**M1 wires**

The bar under the picture is 20 µm long. Supply wires on this layer in grey.
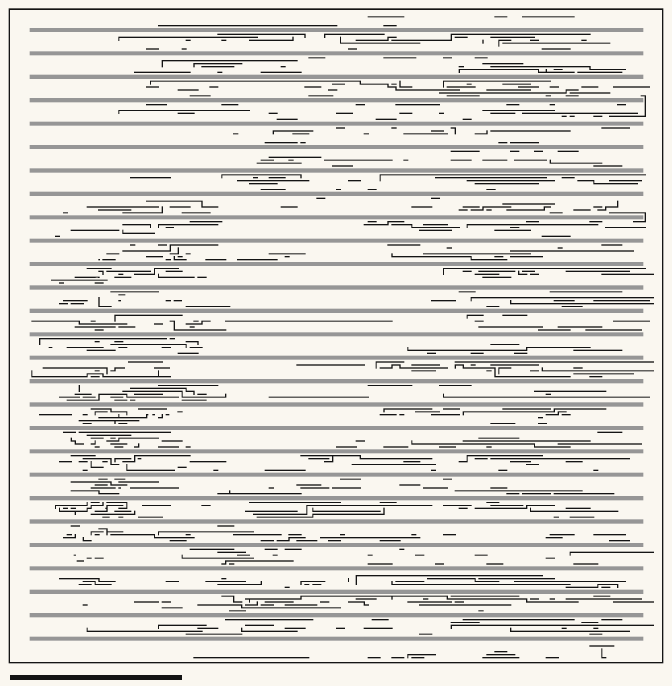
**M2 wires**

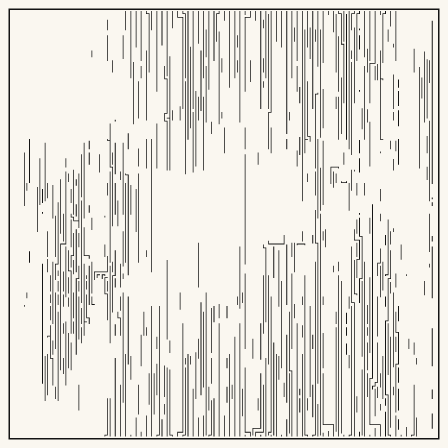
**Signal wires on met3**

The bar under the picture is 20 µm long. Cells faint in the background.
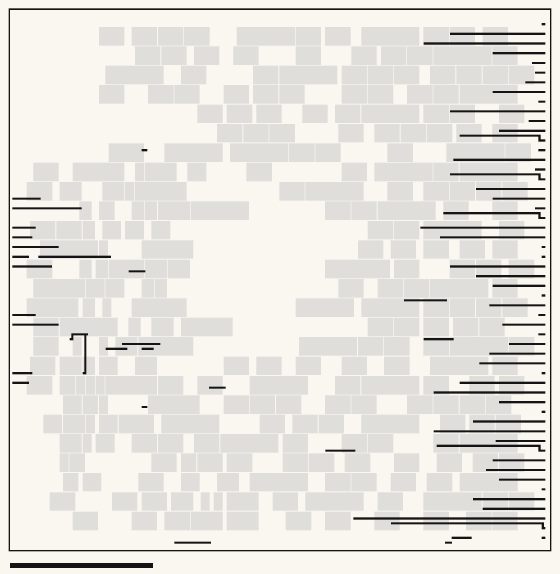
**Met4 routing**

Supply wires on this layer in grey.
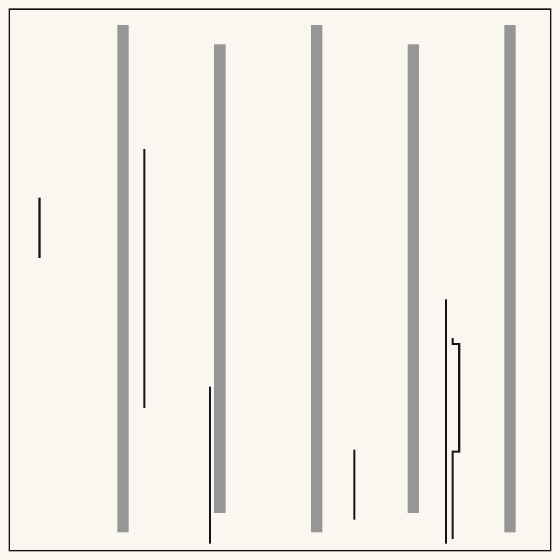
### src/rtl/fifo_arb_pkg.sv
// +------------------------------------------------------------------+
// | fifo_arb_pkg : shared types and width helper for fifo_wr_arbiter |
// | rev 1.0                                                          |
// +------------------------------------------------------------------+
`default_nettype none

package fifo_arb_pkg;

  typedef enum logic [0:0] {
    ST_IDLE  = 1'b0,
    ST_GRANT = 1'b1
  } arb_state_e;

  // Bits needed to encode values 0..n-1; never less than one bit.
  function automatic int idx_width(input int n);
    return (n <= 1) ? 1 : $clog2(n);
  endfunction

endpackage

`default_nettype wire

### src/rtl/rr_pick.sv
// +------------------------------------------------------------------+
// | rr_pick : combinational round-robin winner search                |
// | rev 1.0                                                          |
// +------------------------------------------------------------------+
`default_nettype none

module rr_pick #(
  parameter int NUM_REQ = 4,
  parameter int IDX_W   = 2
) (
  input  logic [NUM_REQ-1:0] i_req,
  input  logic [IDX_W-1:0]   i_last,
  output logic               o_found,
  output logic [IDX_W-1:0]   o_idx
);

  logic [IDX_W:0]   sum;
  logic [IDX_W-1:0] cand;

  // Search starts one past the last owner and wraps modulo NUM_REQ.
  always_comb begin
    o_found = 1'b0;
    o_idx   = '0;
    sum     = '0;
    cand    = '0;
    for (int k = 1; k <= NUM_REQ; k++) begin
      sum = {1'b0, i_last} + (IDX_W+1)'(k);
      if (sum >= (IDX_W+1)'(NUM_REQ)) begin
        sum = sum - (IDX_W+1)'(NUM_REQ);
      end
      cand = sum[IDX_W-1:0];
      if (!o_found && i_req[cand]) begin
        o_found = 1'b1;
        o_idx   = cand;
      end
    end
  end

endmodule

`default_nettype wire

### src/rtl/fifo_wr_arbiter.sv
// +------------------------------------------------------------------+
// | fifo_wr_arbiter : packet-atomic round-robin FIFO write arbiter   |
// | rev 1.0                                                          |
// +------------------------------------------------------------------+
`default_nettype none

module fifo_wr_arbiter
  import fifo_arb_pkg::*;
#(
  parameter int NUM_REQ    = 4,
  parameter int DATA_WIDTH = 32,
  parameter int MAX_BURST  = 4,
  localparam int GID_W     = idx_width(NUM_REQ),
  localparam int BCNT_W    = idx_width(MAX_BURST + 1)
) (
  input  logic                          clk,
  input  logic                          rst_n,
  input  logic [NUM_REQ-1:0]            i_req_valid,
  input  logic [NUM_REQ*DATA_WIDTH-1:0] i_req_data,
  input  logic [NUM_REQ-1:0]            i_req_last,
  output logic [NUM_REQ-1:0]            o_req_ready,
  output logic                          o_wr_en,
  output logic [DATA_WIDTH-1:0]         o_w_data,
  input  logic                          i_full,
  output logic [GID_W-1:0]              o_grant_id,
  output logic                          o_busy
);

  arb_state_e        state_q, state_d;
  logic [GID_W-1:0]  grant_id_q, grant_id_d;
  logic [GID_W-1:0]  last_grant_q, last_grant_d;
  logic [BCNT_W-1:0] beat_cnt_q, beat_cnt_d;
  logic              busy_q, busy_d;

  logic [DATA_WIDTH-1:0] req_data_arr [NUM_REQ];
  logic                  pick_found;
  logic [GID_W-1:0]      pick_idx;
  logic                  sel_valid;
  logic                  sel_last;
  logic                  xfer;
  logic                  grant_done;
  logic [BCNT_W-1:0]     beat_cnt_inc;

  for (genvar g = 0; g < NUM_REQ; g++) begin : g_unpack
    assign req_data_arr[g] = i_req_data[g*DATA_WIDTH +: DATA_WIDTH];
  end

  rr_pick #(
    .NUM_REQ (NUM_REQ),
    .IDX_W   (GID_W)
  ) u_rr_pick (
    .i_req   (i_req_valid),
    .i_last  (last_grant_q),
    .o_found (pick_found),
    .o_idx   (pick_idx)
  );

  always_comb begin
    state_d      = state_q;
    grant_id_d   = grant_id_q;
    last_grant_d = last_grant_q;
    beat_cnt_d   = beat_cnt_q;
    sel_valid    = i_req_valid[grant_id_q];
    sel_last     = i_req_last[grant_id_q];
    beat_cnt_inc = beat_cnt_q + BCNT_W'(1);
    o_req_ready  = '0;
    o_wr_en      = 1'b0;
    o_w_data     = req_data_arr[grant_id_q];
    xfer         = 1'b0;
    grant_done   = 1'b0;

    case (state_q)
      ST_IDLE: begin
        if (pick_found) begin
          state_d    = ST_GRANT;
          grant_id_d = pick_idx;
        end
      end
      ST_GRANT: begin
        // Handshake is masked while rst_n is low so a reset cycle never writes.
        o_req_ready[grant_id_q] = !i_full && rst_n;
        xfer    = sel_valid && !i_full && rst_n;
        o_wr_en = xfer;
        if (xfer) begin
          beat_cnt_d = beat_cnt_inc;
          grant_done = sel_last || (beat_cnt_inc == BCNT_W'(MAX_BURST));
        end
        if (grant_done) begin
          state_d      = ST_IDLE;
          beat_cnt_d   = '0;
          last_grant_d = grant_id_q;
          grant_id_d   = '0;
        end
      end
      default: begin
        state_d = ST_IDLE;
      end
    endcase

    busy_d = (state_d == ST_GRANT);
  end

  always_ff @(posedge clk) begin
    if (!rst_n) begin
      state_q      <= ST_IDLE;
      grant_id_q   <= '0;
      last_grant_q <= GID_W'(NUM_REQ - 1);
      beat_cnt_q   <= '0;
      busy_q       <= 1'b0;
    end else begin
      state_q      <= state_d;
      grant_id_q   <= grant_id_d;
      last_grant_q <= last_grant_d;
      beat_cnt_q   <= beat_cnt_d;
      busy_q       <= busy_d;
    end
  end

  assign o_grant_id = grant_id_q;
  assign o_busy     = busy_q;

endmodule

`default_nettype wire

### config.mk
export PLATFORM = sky130hd
export DESIGN_NAME = fifo_wr_arbiter
export DESIGN_NICKNAME = d
export VERILOG_FILES = /design/src/rtl/fifo_arb_pkg.sv /design/src/rtl/rr_pick.sv /design/src/rtl/fifo_wr_arbiter.sv
export SDC_FILE = /design/constraint.sdc
export NUM_CORES = 1
export LEC_CHECK = 0
export CAP_MARGIN = 20
export CORE_MARGIN = 2
export CORE_UTILIZATION = 25
export DETAILED_ROUTE_END_ITERATION = 10
export PLACE_DENSITY = 0.83
export SYNTH_ARGS = -nofsm -noshare
export SYNTH_HDL_FRONTEND = slang
export SYNTH_SLANG_ARGS = --single-unit
### constraint.sdc
create_clock -name clk -period 2.9 [get_ports clk]
set_clock_uncertainty 0.2 [all_clocks]
set_input_delay 0.58 -clock clk [delete_from_list [all_inputs] [get_ports clk]]
set_output_delay 0.58 -clock clk [all_outputs]
set_load 0.02 [all_outputs]
==> run notes <==
Latest figures from synthesis and place and route.

According to the cell report, the number of logic gates is 80. The filler cells instantiated in the layout total 396. The setup check on the worst reg-to-reg path leaves a slack of 850 ps. The fraction of the mapped netlist area in simple logic gates is 9.72%. The area growth from synthesis to layout is 155%.

For reference, the critical path is launched at i_req_data[30]. The number of buffers other than clock buffers in the final layout is 188. For this run, the total global-route usage over all layers was measured as about a fifth. For this run the aggregate overflow at the end of global routing stands at 0.

The end point of the worst hold path is beat_cnt_q[1]$_SDFFE_PN0P_. Post-route period utilization is reported as 97.3%. Entering global routing, the biggest net connects 38 pins. The hold path depth is 2. Per the timing report, the most critical flop-to-flop path finishes at o_grant_id[0]$_SDFFE_PN0P_.

By instance count after routing, the leading logic cell type is sky130_fd_sc_hd__clkdlybuf4s50_1. The most flop-heavy register is beat_cnt_q. The starting DRC count in detailed routing is 30. The run finished with clean final reports. The maximum root-to-sink buffer count is 2. Sorting the synthesized cells by area gives the leading types as sky130_fd_sc_hd__mux4_2 59%, sky130_fd_sc_hd__dfxtp_1 12%, sky130_fd_sc_hd__a21oi_1 1.9%.

The share of final-layout standard cells stronger than drive strength 1 is 18.3%. The non-clock buffer contribution to total cell area is ~58%. There are 8 flip-flops and latches.

According to the I/O placement log, the pin count is 179. The number of clock sinks is 8. The pre-CTS setup check shows a worst slack of -115 ps.

The footprint of the flip-flops and latches is 163 µm². Ranking logic cells in the layout by count gives the top entries 173 x sky130_fd_sc_hd__clkdlybuf4s50_1, 34 x sky130_fd_sc_hd__mux4_2, 7 x sky130_fd_sc_hd__buf_4. The final setup violation count is 0. CTS built an H-tree with a depth of 1. The synth_stat.txt file lists the number of cells as slightly above 100. The post-synthesis mux area share is 59.5%. In the Yosys report, the sequential cells make up 12.4% of the chip area. In this run the maximum-capacitance check reported violations numbering 0.

Per the synthesis report, the adder-cell share of the synthesized area is just under 2%. For this run, the script counts the antenna cells in the layout as 0. The top layer reached by signal wires is met4.

After layout, the inverter instance count without clock inverters stands at 5. Subtracting the final worst setup slack from the clock period gives 2820 ps. In this run, power in the clock network comes to ~0.00014 W. The register fraction of the total cell area is under 10%.

After layout, the worst setup slack is 78.6 ps. The timing-limited maximum frequency is 354 MHz. The DRC violation count after routing is 0. The count of nets after finishing is 427.

Per the OpenROAD floorplan log, the height of the die is 75.8 µm.
Notes on 'M1 wires' above:
wire length on this layer: 2460 µm
main direction: horizontal
longest straight run: 30.8 µm
share of all routed wire: 37%

Notes on 'M2 wires' above:
share of all routed wire: 54%
main direction: vertical
nets with wire on the layer: 385
via count of the routed design: 1772
final wirelength: 6690 µm
routing usage on met2: 39.7%

Notes on 'signal wires on met3' above:
nets with wire on the layer: 73
longest straight run: 26.7 µm
share of all routed wire: 7.7%
main direction: horizontal
wire length on this layer: 514 µm

Notes on 'met4 routing' above:
wire length on this layer: 139 µm
share of all routed wire: 2.1%

[per-stage QoR]
stage          std cells  cell area, µm²  util, %
5_1_grt              354            3280     65.0
2_1_floorplan        102            1290        -
4_1_cts              353            3250     64.4
3_5_place_dp         350            3210     63.6
6_report             354            3280     65.0
3_3_place_gp         350            3210     63.6
[worst max path at each step]
stage                     endpoint  slack [ps]
global placement           o_wr_en         -90
global route          o_w_data[30]          10
floorplan              o_w_data[0]         340
detailed placement         o_wr_en        -120
CTS                 o_req_ready[3]          20
finish                o_w_data[30]          80
[critical path, cell delays in order]
cell and delay (ps):
sky130_fd_sc_hd__clkdlybuf4s50_1 410, sky130_fd_sc_hd__mux4_2 490, sky130_fd_sc_hd__clkdlybuf4s50_1 560
Power figures rest on the tool's default switching activity, not on a simulated workload.
